Fig. 1: run 1, supply network
Scale bar: 100 um. Pins as bars on the die edge.
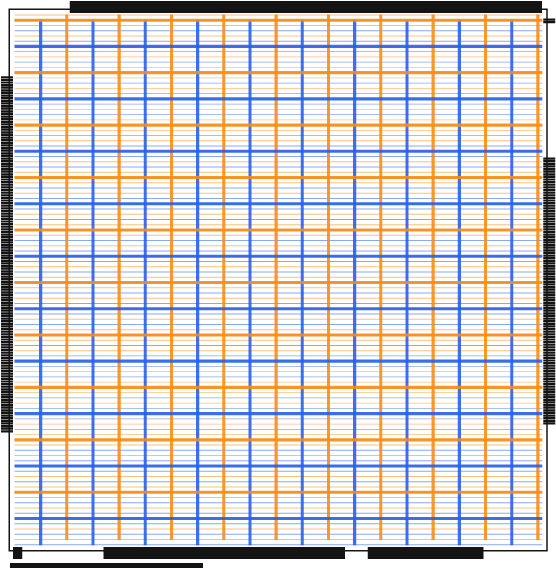
Fig. 2: run 1, cells colored by class
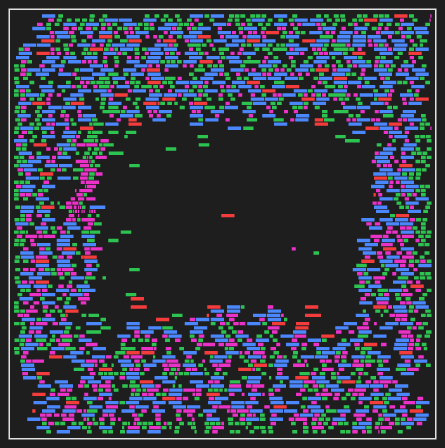
Fig. 3: run 1, clock distribution
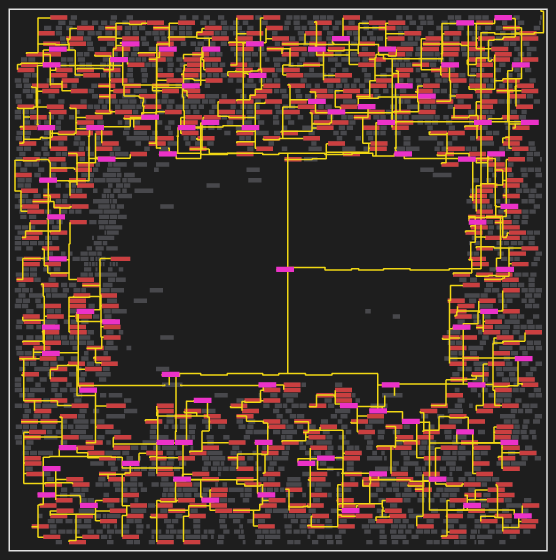
Fig. 4: run 1, wiring by layer
Scale bar: 100 um.
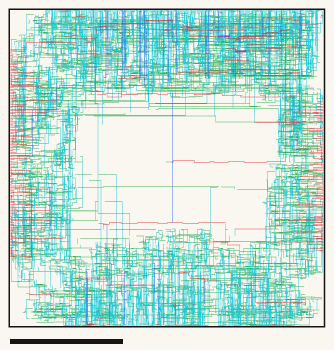
==> config.mk <==
export PLATFORM = sky130hd
export DESIGN_NAME = cacheline_burst_adapter
export DESIGN_NICKNAME = d
export VERILOG_FILES = /design/src/rtl/cache_pkg.sv /design/src/rtl/cacheline_burst_adapter.sv
export SDC_FILE = /design/constraint.sdc
export NUM_CORES = 1
export LEC_CHECK = 0
export ABC_CLOCK_PERIOD_IN_PS = 2350
export CORE_AREA = 2 2 276 278
export CTS_CLUSTER_SIZE = 8
export DETAILED_ROUTE_END_ITERATION = 8
export DIE_AREA = 0 0 278 280
export PLACE_DENSITY = 0.61
export SLEW_MARGIN = 30
export SYNTH_ARGS = -nofsm -noshare
export SYNTH_HDL_FRONTEND = slang
export SYNTH_SLANG_ARGS = --single-unit
==> constraint.sdc <==
create_clock -name clk -period 2.35 [get_ports clk]
set_clock_uncertainty 0.1 [all_clocks]
set_input_delay 0.5875 -clock clk [delete_from_list [all_inputs] [get_ports clk]]
set_output_delay 0.5875 -clock clk [all_outputs]
set_load 0.02 [all_outputs]
==> flow_metrics.env <==
# flow metrics
export IMPL_r2r_setup_slack_ps=-150
export IMPL_critPathMaxStageDelay_ps=490
export IMPL_grt_max_degree=63
export IMPL_crit_arrival_ps=2320
export IMPL_cpMaxStageDelayCell="dfrtp_4"
export IMPL_drtPass1Iterations=5
export IMPL_grt_first_pass_wirelength_um=114000
export IMPL_placed_area_sq_um=30900
export IMPL_hold_depth=1
export IMPL_synth_area_per_cell_sq_um=16.0
export IMPL_worst_r2r_path_depth=13
export IMPL_worst_path_max_fanout=8
export IMPL_path_buffers=5
export IMPL_finalMaxSlewViolations=0
export IMPL_crit_type="flop to output pin"
export IMPL_synth_area_top_cells="dfrtp_1, mux2_2, a22o_1"
export IMPL_critical_path_top_delay_family="buffers and inverters"
export IMPL_tritoncts="built"
export IMPL_critPathRequiredTime_ps=1660
export IMPL_drive_gt1_frac=0.333
export IMPL_setup_violations_final=183
export IMPL_vias_per_cell=4.97
export IMPL_relSlewSlack=0.642
export IMPL_hold_violations=0
export IMPL_crit_chain="buf_12, buf_16, buf_12, buf_12, mux4_2, and2_4, buf_6"
export IMPL_crit_cells=7
export IMPL_post_synth_top_area_fraction=0.623
export IMPL_antenna_found_initial=12
export IMPL_grt_pass1_vias=17100
export IMPL_yosys_area_sq_um=21800
export IMPL_syn_inst=1366
export IMPL_netlist_top_cells_count="dfrtp_1, mux2_2, a22o_1, and2_1, mux4_2"
export IMPL_area_growth_pct=57.5
export IMPL_numCtsBuffers=78
export IMPL_irDropWorstVdd_uv=770
export IMPL_p_leak_nw=14.9
export IMPL_die_area_sq_um=77800
export IMPL_h_tree_depth=3
export IMPL_violations="negative setup slack"
export IMPL_synth_area_sq_um=21800
export IMPL_cap_viol_max_count=0
export IMPL_async_reset_ff_frac=1.00
export IMPL_detail_route_antenna_nets=0
export IMPL_synth_distinct_cells=24
export IMPL_overflow=0
export IMPL_crit_path_start_kind="flop"
export IMPL_floorplanUtilization=0.290
export IMPL_hp_class="flop to flop"
export IMPL_finalClockPeriodUsage=1.28
export IMPL_fin_nets=2583
export IMPL_tns_ps=-43740
export IMPL_clkSlewWorstSetupHoldPaths_ps=50
export IMPL_power_density_nw_per_um2=1390
export IMPL_end_kind="output pin"
export IMPL_most_common_cell="dfrtp_1"
export IMPL_setup_slack_ps=-662
export IMPL_yosys_warnings=0
export IMPL_numPortBuffers=701
export IMPL_cpMostUsedCell="buf_12"
export IMPL_fill_cells=6604
export IMPL_period_minus_slack_ps=3010
export IMPL_layout_top_cell="clkdlybuf4s50_1"
export IMPL_cts_root_buf="clkbuf_16"
export IMPL_dr_first_iter_drc_count=944
export IMPL_run_status="complete, but fails checks"
export IMPL_postSynthSeqShare=0.623
export IMPL_synth_top_flop_cell="dfrtp_1"
export IMPL_post_place_ws_ps=-447
export IMPL_max_slew_worst_pin_slew_ps=536
export IMPL_hold_worst_slack_ps=397
## Picture notes: Fig. 1
legend:
  VSS:
    color: blue
  VDD:
    color: orange
rows: 101
met4 straps: 20
signal pins: 712
met5 straps: 20
met1 rails: 102
Die H: 280 um
Die W: 278 um
Core Box Area: 75200 sq um

## Picture notes: Fig. 2
legend:
  remaining logic cells:
    color: magenta
    cells: 716
    share_of_their_area: 24%
  sequential cells:
    color: blue
    cells: 543
    share_of_their_area: 41%
  clock drivers and dummy loads:
    color: red
    cells: 90
    share_of_their_area: 6.4%
  remaining buffers and delay cells:
    color: green
    cells: 877
    share_of_their_area: 29%
row cnt: 101
Seq area share: 0.396
Core Util, Final: 0.457
post-route design area: 34300 sq um

## Picture notes: Fig. 3
legend:
  clock-net drivers:
    color: magenta
    count: 78
  flip-flops:
    color: red
    count: 543
  clock wires:
    color: yellow
    length: 7770 um
routed clock nets: 79
clk ins delay skew pair: 590 ps
Clk power: 10.1 mW
Clock power frac: 0.210

## Picture notes: Fig. 4
legend:
  M3:
    color: red
    wire_length: 4950 um
  M2:
    color: cyan
    wire_length: 38.7 mm
  M4:
    color: blue
    wire_length: 2460 um
  M1:
    color: green
    wire_length: 30.8 mm
  M5:
    color: purple
    wire_length: 16.6 um
Avg WL per Cell: 23.9 um
DR vias: 16000
GRT Resource Usage Total: 0.194
Routed Wire Length: 77000 um

[run 1: cell families (layout without fill, tap and decap cells)]
group                      count (synthesis)  count (layout)  synth area share
muxes                                    350             350             0.214
buffers and inverters                    117             973            0.0285
and+or+nand+nor                           85              85            0.0243
adders and majority gates                 10              10           0.00574
other                                      1              15          0.000172
AOI/OAI and AO/OA                        260             260             0.104
DFF                                      543             543             0.623
[run 1: stage by stage]
stage | power, mW | std cells
floorplan | 26.7 | 1370
global placement | 36.1 | 3056
detailed placement | 36.5 | 3056
CTS | 48.2 | 3200
global route | 50.2 | 3214
finish | 47.9 | 3214
[run 1: area by class of cell]
cell class | instances | area (sq um) | area share
Multi-Input combinational cell | 710 | 7870 | 0.229
Inverter | 6 | 27.5 | 0.000802
Clock buffer | 85 | 2020 | 0.0588
Tap cell | 978 | 1220 | 0.0356
Clock inverter | 5 | 100 | 0.00292
Antenna cell | 10 | 25.0 | 0.000729
Sequential cell | 543 | 13600 | 0.396
Timing Repair Buffer | 877 | 9480 | 0.276
[run 1: worst reg2reg max path: cells and delay by family (launching register included)]
family,cells,cell delay [ps]
and+or+nand+nor,1,300
buffers and inverters,10,1200
DFF,1,420
AOI/OAI and AO/OA,1,140
adders and majority gates,1,290
[run 1: layer usage]
layer,global-route usage,vias to the layer above,wire length [um]
met4,0.0723,4,2460
met2,0.325,608,38700
met3,0.0491,147,4950
met1,0.242,8412,30800
li1,-,6796,-
met5,0,-,16
[run 1: power breakdown]
group	leakage [nW]	internal [mW]	switching, mW
Clock	1.03	6.02	4.03
Sequential	6.92	13.6	2.37
Combinational	6.91	12.4	9.43
[run 1: repair_timing]
item,CTS,global route
pin swaps,33,28
hold buffers,1,0
buffers inserted,39,13
gates resized,409,66
gates cloned,15,2
hold endpoints to repair,23,0
setup endpoints to repair,362,342
Power figures rest on the tool's default switching activity, not on a simulated workload.
